File: config.mk
export PLATFORM = sky130hd
export DESIGN_NAME = ifu_fetch
export DESIGN_NICKNAME = d
export VERILOG_FILES = /design/src/rtl/ifu_fetch.sv
export SDC_FILE = /design/constraint.sdc
export NUM_CORES = 1
export LEC_CHECK = 0
export CAP_MARGIN = 15
export CORE_MARGIN = 4
export CORE_UTILIZATION = 48
export DETAILED_ROUTE_END_ITERATION = 10
export PLACE_DENSITY = 0.86
export RECOVER_POWER = 25
export SLEW_MARGIN = 20
export SYNTH_ARGS = -nofsm -noshare
export SYNTH_HDL_FRONTEND = slang
export SYNTH_SLANG_ARGS = --single-unit
File: constraint.sdc
create_clock -name clk -period 7.5 [get_ports clk]
set_clock_uncertainty 0.15 [all_clocks]
set_input_delay 0.75 -clock clk [delete_from_list [all_inputs] [get_ports clk]]
set_output_delay 0.75 -clock clk [all_outputs]
set_load 0.02 [all_outputs]
File: src/rtl/ifu_fetch.sv
// Instruction fetch unit: owns the PC, fetches through a req/ack handshake,
// holds the instruction register and selects the next PC on retire.
module ifu_fetch #(
  parameter logic [31:0] RESET_PC = 32'h0000_3000,
  localparam int unsigned XLEN    = 32,
  localparam int unsigned IMM_W   = 16,
  localparam int unsigned JIDX_W  = 26
) (
  input  logic             clk,
  input  logic             rst_n,
  output logic             imem_req,
  output logic [XLEN-1:0]  imem_addr,
  input  logic             imem_ack,
  input  logic [XLEN-1:0]  imem_rdata,
  input  logic             stall,
  input  logic             br_taken,
  input  logic [XLEN-1:0]  br_offset,
  input  logic             jump,
  input  logic             jr,
  input  logic [XLEN-1:0]  jr_target,
  output logic             instr_valid,
  output logic [XLEN-1:0]  instr,
  output logic [IMM_W-1:0] imm,
  output logic [XLEN-1:0]  pc,
  output logic [XLEN-1:0]  pc_plus4,
  output logic             fault
);

  typedef enum logic [1:0] {
    IDLE  = 2'd0,
    FETCH = 2'd1,
    VALID = 2'd2,
    HALT  = 2'd3
  } state_e;

  state_e          state_q, state_d;
  logic [XLEN-1:0] pc_q, pc_d;
  logic [XLEN-1:0] instr_q, instr_d;
  logic            req_q, req_d;
  logic            valid_q, valid_d;
  logic            fault_q, fault_d;

  logic [XLEN-1:0] pc_seq;
  logic [XLEN-1:0] jump_tgt;
  logic [XLEN-1:0] br_tgt;
  logic [XLEN-1:0] next_pc;
  logic            next_misaligned;

  // The word offset is shifted left by two, so its top two bits never matter.
  logic unused_br_hi;
  assign unused_br_hi = ^br_offset[XLEN-1:XLEN-2];

  // Candidate targets and next-PC selection: jr > jump > branch > sequential.
  always_comb begin
    pc_seq   = pc_q + XLEN'(4);
    jump_tgt = {pc_seq[XLEN-1:XLEN-4], instr_q[JIDX_W-1:0], 2'b00};
    br_tgt   = pc_seq + {br_offset[XLEN-3:0], 2'b00};
    next_pc  = pc_seq;
    if (jr) begin
      next_pc = jr_target;
    end else if (jump) begin
      next_pc = jump_tgt;
    end else if (br_taken) begin
      next_pc = br_tgt;
    end
    next_misaligned = (next_pc[1:0] != 2'b00);
  end

  // Next-state and registered-output logic for the fetch FSM.
  always_comb begin
    state_d = state_q;
    pc_d    = pc_q;
    instr_d = instr_q;
    req_d   = req_q;
    valid_d = valid_q;
    fault_d = fault_q;
    case (state_q)
      IDLE: begin
        state_d = FETCH;
        req_d   = 1'b1;
        valid_d = 1'b0;
      end
      FETCH: begin
        if (imem_ack) begin
          instr_d = imem_rdata;
          state_d = VALID;
          req_d   = 1'b0;
          valid_d = 1'b1;
        end
      end
      VALID: begin
        if (!stall) begin
          // Retire: the faulting address is kept in pc but never requested.
          pc_d    = next_pc;
          valid_d = 1'b0;
          if (next_misaligned) begin
            state_d = HALT;
            req_d   = 1'b0;
            fault_d = 1'b1;
          end else begin
            state_d = FETCH;
            req_d   = 1'b1;
          end
        end
      end
      HALT: begin
        req_d   = 1'b0;
        valid_d = 1'b0;
      end
      default: begin
        state_d = IDLE;
        req_d   = 1'b0;
        valid_d = 1'b0;
      end
    endcase
  end

  // State and datapath registers with asynchronous reset.
  always_ff @(posedge clk or negedge rst_n) begin
    if (!rst_n) begin
      state_q <= IDLE;
      pc_q    <= RESET_PC;
      instr_q <= '0;
      req_q   <= 1'b0;
      valid_q <= 1'b0;
      fault_q <= 1'b0;
    end else begin
      state_q <= state_d;
      pc_q    <= pc_d;
      instr_q <= instr_d;
      req_q   <= req_d;
      valid_q <= valid_d;
      fault_q <= fault_d;
    end
  end

  assign imem_req    = req_q;
  assign imem_addr   = pc_q;
  assign instr_valid = valid_q;
  assign instr       = instr_q;
  assign imm         = instr_q[IMM_W-1:0];
  assign pc          = pc_q;
  assign pc_plus4    = pc_seq;
  assign fault       = fault_q;

endmodule

### Wiring by layer, run 1

Scale: 3 px per µm. Only two layers are drawn.
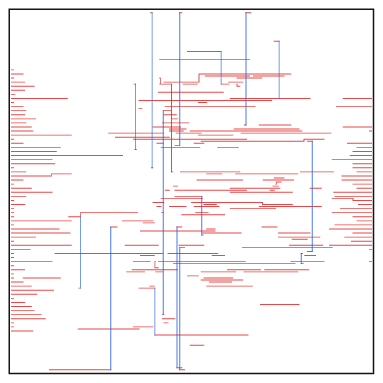
Red shows metal 3, wire length 2,170 µm. Blue shows metal 4, wire length 510 µm.

### Sequential cells grouped by signal name, run 1

Scale: 4 px per µm. Other sequential cells in the stronger gray, the rest of the logic in the fainter gray.
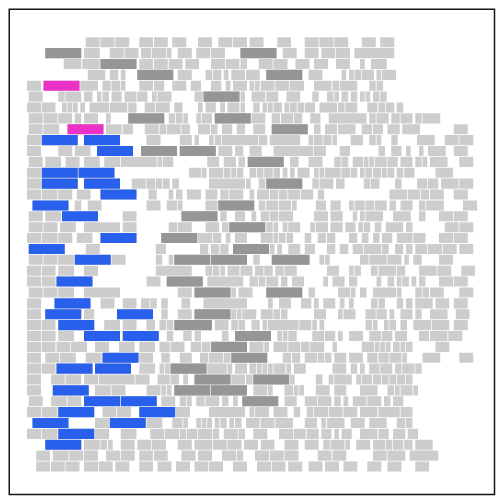
Magenta shows `state_q`, flops 2. Blue shows `instr`, flops 32.

==> results_dict.tcl, run 1 <==
# flow metrics
set metrics [dict create \
    coreArea_um2 12300 \
    wl_met1_um 8760 \
    post_cts_buffers 0 \
    num_rows 40 \
    n_all_inverters 14 \
    ant_nets 0 \
    n_tap_cell 168 \
    place_congestion 0.958 \
    regToRegStartpoint "imem_addr[12]" \
    dp_hpwl_um 16500 \
    p_seq_w 0.000849 \
    aoi_share_pct 21.4 \
    setup_viol 0 \
    pwr-share-clk_pct 10.7 \
    worstSkewPairLatency_ns 0.33 \
    ctsResizeCount 0 \
    n_fill_cell 937 \
    lay_top_count "clkdlybuf4s50_1" \
    cts_tree "built" \
    syn_avg_cell_area_um2 8.55 \
    place_inst 1058 \
    final_cells 1075 \
    power_leader "combinational cells" \
    areaGrowthSynthToFinish_pct 41.8 \
    synth_cells 716 \
    rr_worst_depth 13 \
    yosys.cell_count.top_type "dfrtp_1" \
    pre_cts_slack_ns 3.24 \
    comb_cells 551 \
    worstMarginPinSlew_ns 3.77 \
    max_cap_viol_count 2 \
    met1_usage_pct 39.6 \
    final_max_slew_viol_count 113 \
    reg2reg_to "imem_addr[29]" \
    peakVddDrop_uv 377 \
    routedWlPerCell_um 19.9 \
    postCtsHoldBufs 0 \
    top_cell_area_share_pct 27.4 \
    status "finished, violations left" \
    violations "max-capacitance violations, max-slew violations" \
    top_cells_by_count "dfrtp_1, nand2_1, nor2_1" \
    endpoint "imem_addr[29]" \
    logic_family "AND-OR/OR-AND gates" \
    via_per_inst 5.84 \
    buffers_excl_clock 256 \
]
### I/O nets highlighted, run 1

Scale: 4 px per µm.
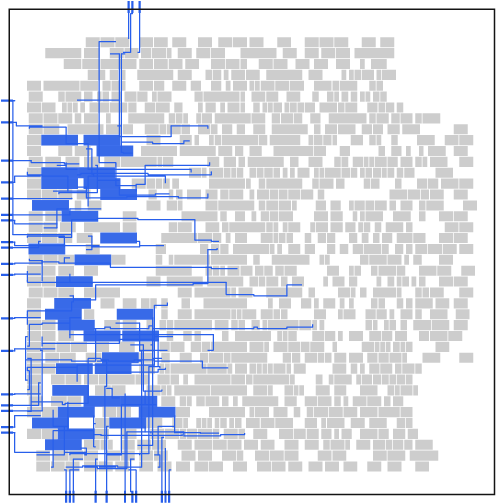
Blue shows `instr`, direction output, end cells 32, buffers 32, wire 1,920 µm.
I/O Buffers: 247
I/O pins: 250

### Cell placement, run 1

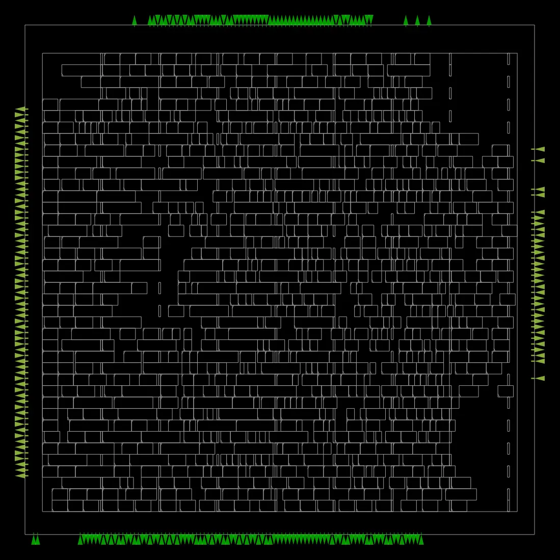

==> run 2, diff against run 1 <==
Settings changed: CORE_UTILIZATION 48 to 45, PLACE_DENSITY 0.86 to 0.81.
Clock period 7.5 ns to 4.1 ns, I/O delays scaled along.
### Cell placement, run 2

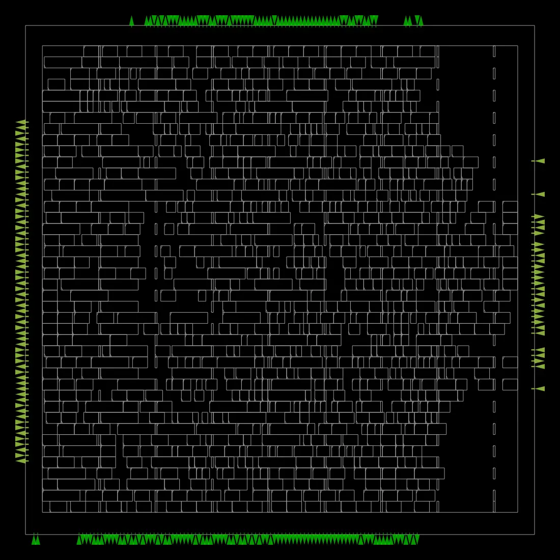
Tapcells: 176
row cnt: 42
fin cells: 1,109
Core ar.: 13,300 µm²

### Wiring by layer, run 2

Scale: 3 px per µm. Only two layers are drawn.
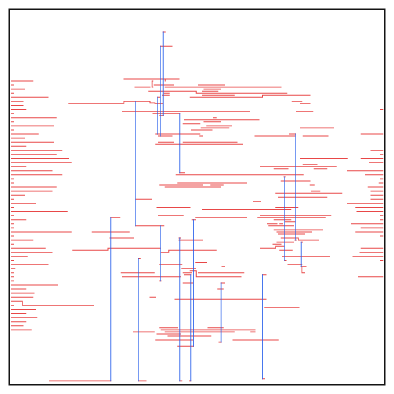
Blue shows metal 4, wire length 496 µm. Red shows metal 3, wire length 1,900 µm.

### Wiring heat map, run 2

Scale: 3 px per µm. 25 x 25 tiles, from dark blue (low) to red (high), scaled to the fullest tile. Values are wire area over tile area, all layers added.
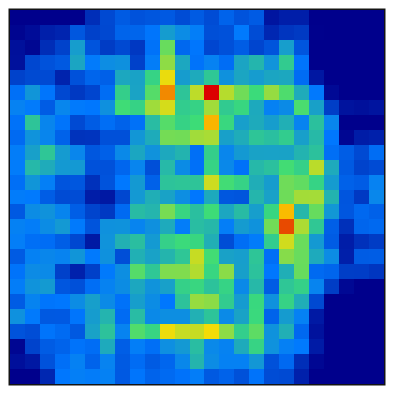
The fullest tile reaches 0.86. The mean over all tiles is 0.24. 11% of the tiles are nearly empty. 9.6% of the tiles are over half the peak.

==> run 2 against run 1 <==
  * The flow still finishes with violations (max-capacitance violations, max-slew violations)
  * Combinational power is 92% higher
  * Utilization is 3.5 points lower
  * Final cell count up 3.2%
  * Critical path depth fell by 1
  * Synthesized cell count stayed put
  * Hold slack worse by 0.0065 ns
  * Clock power up 94%
  * Global-route usage fell by 1.5 points
  * Non-clock buffer count grew 27
  * Sequential power rose by 81%
  * Fmax grew 12%
  * Critical endpoint unchanged
==> results_dict.tcl, run 2 <==
# flow metrics
set metrics [dict create \
    met1_usage_pct 37.8 \
    routedWlPerCell_um 20.0 \
    worstSkewPairLatency_ns 0.33 \
    place_congestion 0.949 \
    top_cell_area_share_pct 27.4 \
    use_met2_pct 42.5 \
    wl_met1_um 9590 \
    grt_use_total_pct 27.2 \
    violations "max-capacitance violations, max-slew violations" \
    syn_avg_cell_area_um2 8.55 \
    postCtsHoldBufs 0 \
    lay_top_count "clkdlybuf4s50_1" \
    synth_flops 69 \
    peakVddDrop_uv 538 \
    pwr-share-clk_pct 10.9 \
    via_per_inst 5.72 \
    n_all_inverters 14 \
    logic_family "AND-OR/OR-AND gates" \
    final_max_slew_viol_count 115 \
    io_buffers 247 \
    endpoint "imem_addr[29]" \
    status "finished, violations left" \
    worstMarginPinSlew_ns 2.21 \
    max_cap_viol_count 3 \
    post_cts_buffers 0 \
    p_seq_w 0.00154 \
    place_inst 1093 \
    areaGrowthSynthToFinish_pct 46.1 \
    top_cells_by_count "dfrtp_1, nand2_1, nor2_1" \
    comb_cells 551 \
    n_fill_cell 1031 \
    pre_cts_slack_ns 0.146 \
    ctsResizeCount 0 \
    aoi_share_pct 21.4 \
    buffers_excl_clock 283 \
    yosys.cell_count.top_type "dfrtp_1" \
    ios 250 \
    rr_worst_depth 12 \
]
No activity file was given, so power comes from the tool's default toggle rates.
